==> run_1/clk_routes.png <==
Bar = 20 um.
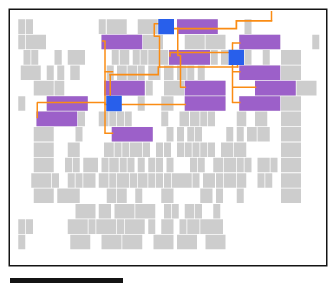
==> run_1/layer_met3.png <==
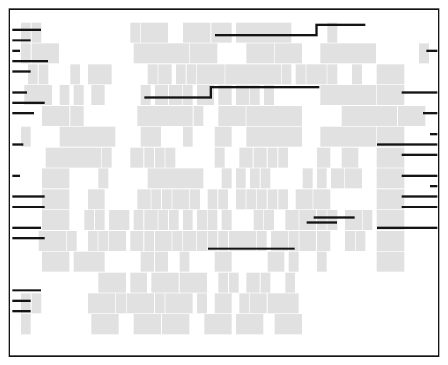
==> run_1/metal_density.png <==
Bar = 20 um. The die is cut into 11 by 9 equal tiles; white is low, dark blue is high, scaled to the fullest tile. Values are wire area over tile area, all layers added.
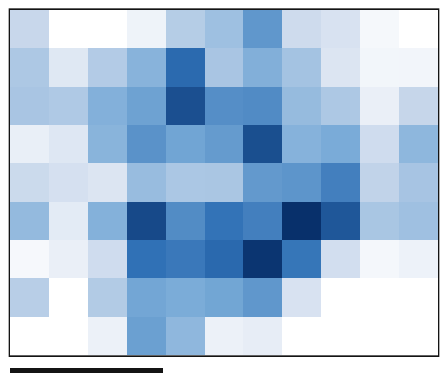
==> run_1/clocks.png <==
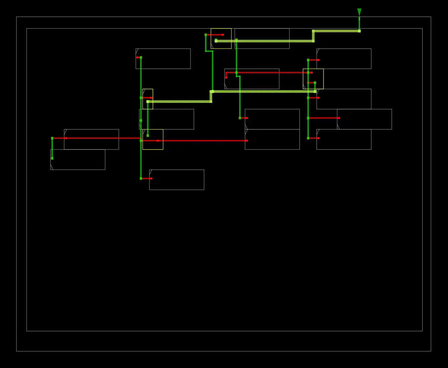
===== src/rtl/mcu_pkg.sv =====
// Shared definitions for the 8051 interrupt sequencing logic.
//   - source index constants (fixed 0>1>2>3>4 order inside a priority level)
//   - vector base and stride
//   - int_ctrl state encoding
//   - helpers for vector address and hardware flag-clear masks
package mcu_pkg;

  localparam int          INT_NSRC       = 5;
  localparam logic [15:0] INT_VEC_BASE   = 16'h0003;
  localparam logic [15:0] INT_VEC_STRIDE = 16'd8;

  localparam logic [2:0] SRC_IE0 = 3'd0;
  localparam logic [2:0] SRC_TF0 = 3'd1;
  localparam logic [2:0] SRC_IE1 = 3'd2;
  localparam logic [2:0] SRC_TF1 = 3'd3;
  localparam logic [2:0] SRC_SER = 3'd4;

  typedef enum logic [1:0] {
    ST_IDLE = 2'd0,
    ST_REQ  = 2'd1,
    ST_ACK  = 2'd2
  } int_state_e;

  // Vector k sits at base + 8*k.
  function automatic logic [15:0] vec_addr(input logic [15:0] base,
                                           input logic [2:0]  src);
    return base + {10'd0, src, 3'b000};
  endfunction

  // Hardware-cleared flags: timers always, external ints only when
  // edge-triggered (a level source must be cleared by the device itself),
  // serial never (software owns RI/TI).
  function automatic logic [3:0] clr_mask(input logic [2:0] src,
                                          input logic [1:0] it);
    logic [3:0] m;
    m = 4'b0000;
    case (src)
      SRC_IE0: m = {3'b000, it[0]};
      SRC_TF0: m = 4'b0010;
      SRC_IE1: m = {1'b0, it[1], 2'b00};
      SRC_TF1: m = 4'b1000;
      default: m = 4'b0000;
    endcase
    return m;
  endfunction

endpackage


===== src/rtl/int_prio_enc.sv =====
// Two-level interrupt priority encoder (purely combinational).
// Any eligible high-priority source beats any low-priority one; within a
// level the lowest index wins. Also used by the debug SFR read path.
// Ports:
//   elig   in  eligible source mask
//   ip     in  per-source priority (1 = high)
//   valid  out at least one source eligible
//   winner out index of the winning source (0 when none)
module int_prio_enc
  import mcu_pkg::*;
(
  input  logic [INT_NSRC-1:0] elig,
  input  logic [INT_NSRC-1:0] ip,
  output logic                valid,
  output logic [2:0]          winner
);

  logic [INT_NSRC-1:0] hi;
  logic [INT_NSRC-1:0] lo;
  logic [INT_NSRC-1:0] pick;

  always_comb begin
    hi     = elig & ip;
    lo     = elig & ~ip;
    pick   = (|hi) ? hi : lo;
    valid  = |elig;
    winner = 3'd0;
    // Descending scan: the last hit is the lowest index.
    for (int k = INT_NSRC - 1; k >= 0; k--) begin
      if (pick[k]) winner = 3'(k);
    end
  end

endmodule


===== src/rtl/int_ctrl.sv =====
// Interrupt sequencing controller for the 8051 core.
// Sits between the SFR block and the instruction sequencer: resolves
// two-level priority, holds a registered request/vector handshake,
// tracks in-service nesting, pulses hardware flag clears and enforces the
// one-instruction block after RETI or an IE/IP write.
//
// Ports:
//   clk          in   core clock
//   rst_n        in   synchronous active-low reset
//   ie[7:0]      in   IE SFR (bit7 EA, bits4:0 enables)
//   ip[4:0]      in   IP SFR (1 = high priority)
//   it[1:0]      in   TCON IT1/IT0 (1 = edge-triggered)
//   flag[4:0]    in   raw pending flags {RI|TI, TF1, IE1, TF0, IE0}
//   sfr_ie_ip_wr in   core wrote IE or IP this cycle
//   instr_done   in   instruction boundary pulse
//   reti         in   RETI executed pulse
//   int_ack      in   core accepts the current request
//   int_req      out  registered request to core
//   int_vector   out  LCALL target of current request
//   int_src      out  index of current request
//   flag_clr     out  one-cycle clear pulses {TF1, IE1, TF0, IE0}
//   in_svc       out  {high, low} in-service bits
//
// state | meaning
// ------+---------------------------------------------------------------
// IDLE  | no request outstanding; launch when a winner exists, not blocked
// REQ   | int_req high; re-arbitrates each cycle until ack or withdrawal
// ACK   | one cycle after acceptance; clear pulses out, then back to IDLE
module int_ctrl
  import mcu_pkg::*;
#(
  parameter logic [15:0] VEC_BASE = INT_VEC_BASE,
  parameter int          NSRC     = INT_NSRC
) (
  input  logic            clk,
  input  logic            rst_n,
  input  logic [7:0]      ie,
  input  logic [NSRC-1:0] ip,
  input  logic [1:0]      it,
  input  logic [NSRC-1:0] flag,
  input  logic            sfr_ie_ip_wr,
  input  logic            instr_done,
  input  logic            reti,
  input  logic            int_ack,
  output logic            int_req,
  output logic [15:0]     int_vector,
  output logic [2:0]      int_src,
  output logic [3:0]      flag_clr,
  output logic [1:0]      in_svc
);

  int_state_e      state;
  int_state_e      state_next;
  logic            block_armed;
  logic            block_next;
  logic            req_next;
  logic [15:0]     vec_next;
  logic [2:0]      src_next;
  logic [3:0]      clr_next;
  logic [1:0]      svc_next;

  logic [NSRC-1:0] elig;
  logic            win_valid;
  logic [2:0]      win_src;
  logic            blocked;
  logic            cur_hi;

  // IE bits 6:5 are reserved on this core.
  logic            unused_ie;
  assign unused_ie = ^ie[6:5];

  // A high source is masked only by a high service in progress; a low
  // source is masked by any service in progress.
  always_comb begin
    elig = '0;
    for (int k = 0; k < NSRC; k++) begin
      elig[k] = ie[7] & ie[k] & flag[k] &
                (ip[k] ? ~in_svc[1] : ~(in_svc[1] | in_svc[0]));
    end
  end

  int_prio_enc u_prio (
    .elig   (elig),
    .ip     (ip),
    .valid  (win_valid),
    .winner (win_src)
  );

  // The arming cycle itself also blocks, so a write or RETI never lets a
  // stale request slip through on the same edge.
  assign blocked = block_armed | reti | sfr_ie_ip_wr;

  // Priority level of the registered request, taken from ip at ack time.
  always_comb begin
    cur_hi = 1'b0;
    for (int k = 0; k < NSRC; k++) begin
      if (int_src == 3'(k)) cur_hi = ip[k];
    end
  end

  always_comb begin
    state_next = state;
    req_next   = int_req;
    vec_next   = int_vector;
    src_next   = int_src;
    clr_next   = 4'b0000;
    svc_next   = in_svc;
    block_next = block_armed;

    // RETI retires the innermost level first.
    if (reti) begin
      if (in_svc[1])      svc_next[1] = 1'b0;
      else if (in_svc[0]) svc_next[0] = 1'b0;
    end

    // Re-arming (including alongside instr_done) restarts the wait.
    if (reti || sfr_ie_ip_wr) block_next = 1'b1;
    else if (instr_done)      block_next = 1'b0;

    case (state)
      ST_IDLE: begin
        if (win_valid && !blocked) begin
          state_next = ST_REQ;
          req_next   = 1'b1;
          src_next   = win_src;
          vec_next   = vec_addr(VEC_BASE, win_src);
        end
      end
      ST_REQ: begin
        if (int_ack) begin
          // Ack beats withdrawal; the source serviced is the registered one.
          state_next       = ST_ACK;
          req_next         = 1'b0;
          clr_next         = clr_mask(int_src, it);
          svc_next[cur_hi] = 1'b1;
        end else if (win_valid) begin
          src_next = win_src;
          vec_next = vec_addr(VEC_BASE, win_src);
        end else begin
          state_next = ST_IDLE;
          req_next   = 1'b0;
        end
      end
      ST_ACK: begin
        state_next = ST_IDLE;
      end
      default: begin
        state_next = ST_IDLE;
        req_next   = 1'b0;
      end
    endcase
  end

  always_ff @(posedge clk) begin
    if (!rst_n) begin
      state       <= ST_IDLE;
      int_req     <= 1'b0;
      int_vector  <= VEC_BASE;
      int_src     <= 3'd0;
      flag_clr    <= 4'b0000;
      in_svc      <= 2'b00;
      block_armed <= 1'b0;
    end else begin
      state       <= state_next;
      int_req     <= req_next;
      int_vector  <= vec_next;
      int_src     <= src_next;
      flag_clr    <= clr_next;
      in_svc      <= svc_next;
      block_armed <= block_next;
    end
  end

endmodule


===== config.mk =====
export PLATFORM = sky130hd
export DESIGN_NAME = int_ctrl
export DESIGN_NICKNAME = d
export VERILOG_FILES = /design/src/rtl/mcu_pkg.sv /design/src/rtl/int_prio_enc.sv /design/src/rtl/int_ctrl.sv
export SDC_FILE = /design/constraint.sdc
export NUM_CORES = 1
export LEC_CHECK = 0
export ABC_AREA = 1
export CORE_ASPECT_RATIO = 0.8
export CORE_MARGIN = 1
export CORE_UTILIZATION = 41
export DETAILED_ROUTE_END_ITERATION = 10
export PLACE_DENSITY_LB_ADDON = 0.3
export SLEW_MARGIN = 20
export SYNTH_ARGS = -nofsm -noshare
export SYNTH_HDL_FRONTEND = slang
export SYNTH_SLANG_ARGS = --single-unit

===== constraint.sdc =====
create_clock -name clk -period 3.9 [get_ports clk]
set_clock_uncertainty 0.15 [all_clocks]
set_input_delay 0.585 -clock clk [delete_from_list [all_inputs] [get_ports clk]]
set_output_delay 0.585 -clock clk [all_outputs]
set_load 0.01 [all_outputs]

==> job_summary.md, run 1 <==
### Yosys + OpenROAD results

| Metric | Value |
|---|---|
| Buffers added on ports | 36 |
| Grt total ovfl | 0 |
| Hold-fix buffers, CTS | 0 |
| Vias per Instance | 4.74 |
| First-pass iteration count of the detailed router | 4 |
| Status | complete, no violations |
| Distinct lib cells | 23 |
| Setup bufs post-CTS | 0 |
| RD Place Congestion | 0.915 |
| Max-cap violations | 0 |
| Cell count after synthesis | 152 |
| Placed Area | 1260 um^2 |
| Post-route DRC violation count | 0 |
| Dominant kind of combinational cell | simple AND/OR/NAND/NOR gates |
| RSZ-0062 raised after global routing | false |
| Resized Gates After CTS | 0 |
| H-tree depth | 1 |
| Design area | 1290 um^2 |
| Fp util | 43.7% |
| Clk root buf | clkbuf_4 |
| DRT iter0 DRCs | 12 |
| Initial antenna violation count | 0 |
| Final Max Tran Viols | 0 |
| Final hold violation count | 0 |
| CP Capture Type | flop |
| CTS tree | done |
| DP HPWL | 1790 um |
| Pwr/cell area | 230 nW/um^2 |
| Clk buf depth | 2 |
| DRT antenna net count | 0 |
| CP dominant cell by count | nand2_1 |
| Share of post-route cells with drive strength above 1 | 12.3% |
| Worst setup SP type | input port |
| Tool warnings | 28 |
| Yosys warns | 0 |
| N_diodes | 0 |
| Area delta synth->final | 35.6% |
| Required @ worst endpoint | 3.96 ns |
| Arr. time, crit path | 2.15 ns |
| Height of the chip | 45.1 um |
| Total power draw | 0.297 mW |
| Vias in the first global route | 854 |
| Post-synthesis compound-gate area fraction | 7.10% |
| Highest Clock Rate | 477 MHz |
| Worst-path fanout max | 6 |
| CP max stage delay | 0.51 ns |
| Seq/Total Area, Yosys | 27.3% |
| Rows | 15 |
| Basic Gates by Area | 42.3% |
| FA/HA/MAJ Cells, Area Fraction | 0% |
| Minimum clock period after layout | 2.10 ns |
| Slowest CP cell | clkdlybuf4s50_1 |
| Post-Syn Area | 952 um^2 |
| Yosys cell count | 152 |
| Final worst path period share | 53.7% |
| Yosys chip area | 952 um^2 |
| Syn avg cell area | 6.26 um^2 |
| # fillers | 215 |
| Synth flops | 13 |
| HP Class | flop to flop |
| Sum Neg Setup Slack | 0 ns |
| Mux cell area share | 0% |
| Final setup fails | 0 |
| Largest net degree at the start of global routing | 9 |
| Clk pin slew, worst setup/hold paths | 0.07 ns |
| Clk sinks | 13 |
| Critical path class | input port to flop |
| XOR/XNOR Area Share | 0% |
| Chip area | 2520 um^2 |
| Static Leak | 0.611 nW |
| First-pass GRT wire length | 3610 um |
| Core Box Area | 2180 um^2 |
| Peak supply drop | 179 uV |
| IO Pins | 52 |
| # nets final | 214 |
Notes on clk_routes.png above:
legend:
  blue:
    item: clock drivers
    count: 3
  orange:
    item: clock wires
    length: 156 um
  purple:
    item: flip-flops
    count: 13
routed clock nets: 4
clock network power: 0.0807 mW
clock network power share: 27.2%
clk_lat worst skew: 0.27 ns

Notes on layer_met3.png above:
wire length on this layer: 151 um
share of all routed wire: 6.9%
main direction: horizontal
nets with wire on the layer: 33
longest straight run: 14.0 um
vias: 1005
met3 Usage GRT: 6.30%
Routed WL: 2170 um

Notes on metal_density.png above:
mean over tiles: 0.14
tiles over half the peak: 28%
densest ninth of the die: middle
emptiest ninth of the die: bottom right
fullest tile: 0.40
nearly empty tiles: 13%
Global Route Usage Sum: 18.4%
WL/cell: 10.3 um

Notes on clocks.png above:
CLK BUF: 4
final sequential cell count: 13
clock buffer count from CTS: 3

run 1: synth_stat cells:
cell type  number  area share (%)
buf_4          16              13
nand3b_1        1            0.79
o21ai_0         1            0.53
nor3_1          4             2.1
nor4_1          2             1.3
nor2_1         10             3.9
clkinv_1        2            0.79
nand2_4         1             1.2
nor2_4          1             1.2
a31oi_1         3             2.0
a21oi_1         6             3.2
conb_1          2            0.79
nor2_2          4             2.6
nand4_1         6             3.9
o21ai_1         1            0.53
nand2_2         4             2.6
dfxtp_1        13              27
inv_2           8             3.2
inv_1          15             5.9
nand3_1         9             4.7
o32ai_1         1            0.92
nand2_1        40              16
nand3_2         2             2.1
run 1: logic make-up after synthesis:
| family | count (synthesis) |
|---|---|
| simple gates | 84 |
| buf+inv | 41 |
| flops | 13 |
| compound gates | 12 |
| other cells | 2 |
run 1: report_power, final:
group	internal (mW)	switching (mW)
registers	0.135	0.00271
clock network	0.0397	0.0411
logic	0.0376	0.0407
run 1: worst max-delay path, delay by kind of cell:
family                 cells  cell delay (ns)
AOI/OAI and AO/OA          1             0.12
buffers and inverters      4             0.66
and+or+nand+nor            8             0.79
run 1: per-stage QoR:
| stage | hold WS [ns] | worst slack [ns] | utilization (%) | instances |
|---|---|---|---|---|
| finish | 0.314 | 1.80 | 59.3 | 212 |
| global route | 0.338 | 1.68 | 59.3 | 212 |
| CTS | 0.319 | 1.81 | 59.3 | 212 |
| detailed placement | 0.308 | 1.53 | 58.1 | 208 |
| global placement | 0.297 | 1.58 | 58.1 | 208 |
| floorplan | 0.290 | 2.22 | - | 163 |
run 1: cell usage in the layout, fill, tap and decap left out, drive strengths merged:
master,netlist,routed
nor3,4,4
nor2,15,15
nand2,45,45
inv,23,23
clkinv,2,2
clkbuf,0,4
nand3b,1,1
conb,2,13
dfxtp,13,13
o21ai,2,2
nand4,6,6
clkdlybuf4s50,0,36
o32ai,1,1
nor4,2,2
nand3,11,11
a21oi,6,6
a31oi,3,3
run 1: state kept, by name, indices dropped and copies added (netlist names):
| register | count |
|---|---|
| int_src | 3 |
| block_armed | 1 |
| in_svc | 2 |
| state | 2 |
| flag_clr | 4 |
| int_req | 1 |
run 1: cell type report:
class | instances | area [um^2] | share of cell area [%]
multi-input cells | 109 | 519 | 40.2
repair buffers | 36 | 360 | 27.9
flip-flops and latches | 13 | 260 | 20.2
inverters | 25 | 93.8 | 7.27
well taps | 25 | 31.3 | 2.42
clock buffers | 4 | 26.3 | 2.03
run 1: worst paths after layout:
| kind | cells after the start | start | slack, ns | end |
|---|---|---|---|---|
| max | 13 | ie[7] | 1.80 | int_src[2] |
| max reg2reg | 13 | in_svc[1] | 2.27 | int_src[2] |
| min | 2 | int_req | 0.31 | int_req |
| min reg2reg | 2 | int_req | 0.31 | int_req |
run 1: layer usage:
layer,wire length [um],vias up,GRT usage (%)
li1,-,523,-
met1,1010,443,23.0
met2,1010,39,32.3
met3,150,0,6.30
met4,0,0,2.44
met5,0,-,0
==> run_1/wires.png <==
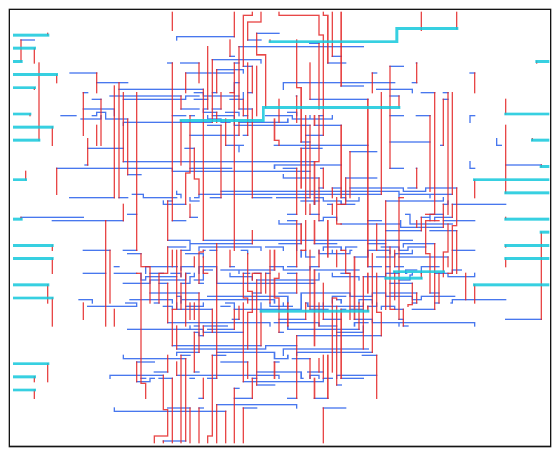

--- run 2 (diff from run 1) ---
CORE_UTILIZATION = 38   (was 41)
clock period = 2.05 ns   (was 3.9 ns; I/O delays follow)
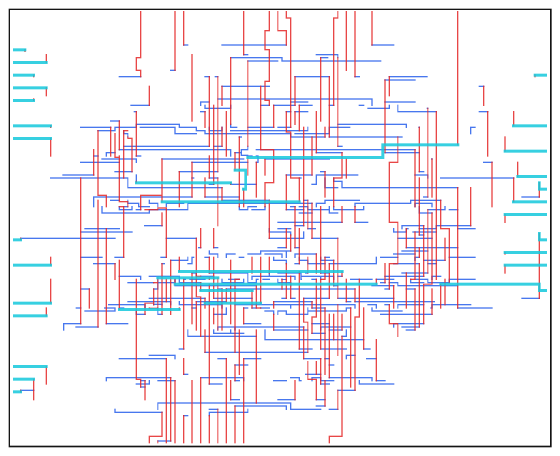
(run_2/wires.png)
legend:
  cyan:
    layer: metal 3
    wire_length: 197 um
  blue:
    layer: metal 1
    wire_length: 954 um
  red:
    layer: metal 2
    wire_length: 1020 um
vias: 1012
Routed WL: 2170 um

==> job_summary.md, run 2 <==
### Yosys + OpenROAD results

| Metric | Value |
|---|---|
| Grt total ovfl | 0 |
| Worst path bufs/invs | 4 |
| Largest net degree at the start of global routing | 9 |
| Chip area | 2710 um^2 |
| Critical path class | input port to flop |
| Ys async rst share | 0% |
| Pwr/cell area | 440 nW/um^2 |
| First-pass iteration count of the detailed router | 7 |
| CP Capture Type | flop |
| Combinational Power Share | 26.1% |
| Status | finished, violations left |
| Top reg by flops | flag_clr |
| Most frequent cells in the layout | 40 x nand2_1, 36 x clkdlybuf4s50_1, 15 x inv_1 |
| Core Box Area | 2250 um^2 |
| CP dominant cell by count | nand2_1 |
| Synth cell count leaders | 40 x nand2_1, 16 x buf_4, 15 x inv_1 |
| Buffers added on ports | 36 |
| Setup WS post-layout | 0.239 ns |
| Clock network power share | 28.0% |
| Global Route Usage Sum | 17.1% |
| Total power draw | 0.571 mW |
| Switching share of power | 29.0% |
| Distinct lib cells | 23 |
| Worst setup SP type | input port |
| Slowest CP cell | clkdlybuf4s50_1 |
| Post-route DRC violation count | 3 |
| CTS tree | done |
| Cell type with the largest total area | dfxtp_1 |
| Static Leak | 0.616 nW |
| Final hold violation count | 0 |
| Sum Neg Setup Slack | 0 ns |
| Die width | 58.0 um |
| HP Class | flop to flop |
| Height of the chip | 46.8 um |
| Yosys cell count | 152 |
| Resized Gates After CTS | 0 |
| Max-cap violations | 0 |
| # nets final | 215 |
| Max-area cell share | 27.3% |
| CP max stage delay | 0.50 ns |
| H-tree depth | 1 |
| Max FFs per register | 4 |
| Rows | 15 |
| Final setup fails | 0 |
| Pint | 0.406 mW |
| Clock buffer count from CTS | 3 |
| Arr. time, crit path | 1.86 ns |
| Sequential power share | 45.9% |
| Seq/Total Area, Yosys | 27.3% |
| Final Max Tran Viols | 0 |
| WL/cell | 10.2 um |
| Clk pin slew, worst setup/hold paths | 0.09 ns |
| DP HPWL | 1830 um |
| RSZ-0062 raised after global routing | false |
| Tool warnings | 28 |
| Main synth FF type | dfxtp_1 |
| Crit path cell chain | clkdlybuf4s50_1, inv_2, nor2_4, nand3_1, nand2_1, inv_1, nand2_2, nand2_1, nand2_2, inv_2, nor2_2, nand2_1, a21oi_1 |
| Peak supply drop | 356 uV |
| Commonest Layout Cell | nand2_1 |
| Switching power total | 0.166 mW |
| Initial antenna violation count | 0 |
| Clk sinks | 13 |
| Final worst path period share | 88.4% |
| Highest Clock Rate | 552 MHz |
| Yosys chip area | 952 um^2 |
| Yosys warns | 0 |
| Most common cell in the netlist | nand2_1 |
| CP delay by family, top | simple AND/OR/NAND/NOR gates |
| Minimum clock period after layout | 1.81 ns |
| N_diodes | 0 |
| Synth flops | 13 |
| Clk buf depth | 2 |
| Required @ worst endpoint | 2.10 ns |
| Top Registers | flag_clr x4, int_src x3 |
| Syn avg cell area | 6.26 um^2 |
| # fillers | 219 |
| Logic area | 519 um^2 |
| Post-Syn Area | 952 um^2 |
| Vias per Instance | 4.75 |
| Share of post-route cells with drive strength above 1 | 12.8% |
| Cell count after synthesis | 152 |
| Failing checks | DRC |
| Number of enable flip-flop cells | 0 |
| Fp util | 42.3% |
| RD Place Congestion | 0.942 |
| Hold-fix buffers, CTS | 0 |
| Place WS | -0.0201 ns |
| Clk root buf | clkbuf_4 |
| IO Pins | 52 |
| DRT iter0 DRCs | 44 |
| Worst-path fanout max | 6 |
| First-pass GRT wire length | 3520 um |
| Flop-to-flop setup slack | 0.42 ns |
| FF+latch area | 260 um^2 |
| Setup bufs post-CTS | 0 |
| Top cells by area | dfxtp_1 27%, nand2_1 16%, buf_4 13% |
| Clk_lat worst skew | 0.28 ns |
| DRT antenna net count | 0 |
| Vias in the first global route | 838 |
| Area delta synth->final | 36.4% |
==> run 2: cell counts after synthesis <==
No cell type changed its count.
==> run 2: cells by family after synthesis <==
kind of cell,share of synthesized area [%]
flops,27.3
buf+inv,22.5
compound gates,7.10
other cells,0.789
simple gates,42.3
==> run 2: metal layers <==
layer / track usage, % / up-vias / part of all wire, %
met3: 5.79 / 0 / 9.1
met4: 2.38 / 0 / 0
met2: 29.7 / 48 / 47
met5: 0 / - / 0
li1: - / 526 / -
met1: 21.5 / 438 / 44
==> run 2: worst paths after layout <==
kind | cells after the start | endpoint | startpoint
max | 13 | int_src[1] | ie[7]
min | 2 | int_req | int_req
max reg2reg | 13 | int_src[1] | in_svc[1]
min reg2reg | 2 | int_req | int_req
==> run 2: per-stage QoR <==
stage | hold WS [ns] | instance area [um^2] | std cells | util (%)
4_1_cts | 0.321 | 1300 | 213 | 57.7
6_report | 0.316 | 1300 | 213 | 57.7
3_3_place_gp | 0.300 | 1270 | 209 | 56.5
3_5_place_dp | 0.308 | 1270 | 209 | 56.5
2_1_floorplan | 0.275 | 993 | 163 | -
5_1_grt | 0.340 | 1300 | 213 | 57.7
==> run 2: power groups by stage <==
stage	Clock, mW	Sequential [mW]	Combinational, mW
5_1_grt	0.177	0.264	0.166
6_report	0.160	0.263	0.149
4_1_cts	0.161	0.263	0.148
3_3_place_gp	0	0.268	0.146
2_1_floorplan	0	0.269	0.0958
3_5_place_dp	0	0.269	0.148
==> run 2: worst register-to-register path: stages, from the launching register on <==
cell,delay [ns]
dfxtp_1,0.36
inv_2,0.08
nand2_2,0.07
nor2_2,0.11
nand2_2,0.07
inv_2,0.09
nand2_4,0.07
nand3_2,0.09
nand2_1,0.05
nand2_1,0.07
nand2_1,0.07
nor2_2,0.09
nand2_1,0.06
a21oi_1,0.11
==> run 2: layout make-up <==
type / count / area share [%]
sequential: 13 / 20.0
inverter: 25 / 7.23
multi-input combinational: 109 / 40.0
timing repair buffer: 37 / 28.3
tap: 25 / 2.41
clock buffer: 4 / 2.02
No activity file was given, so power comes from the tool's default toggle rates.
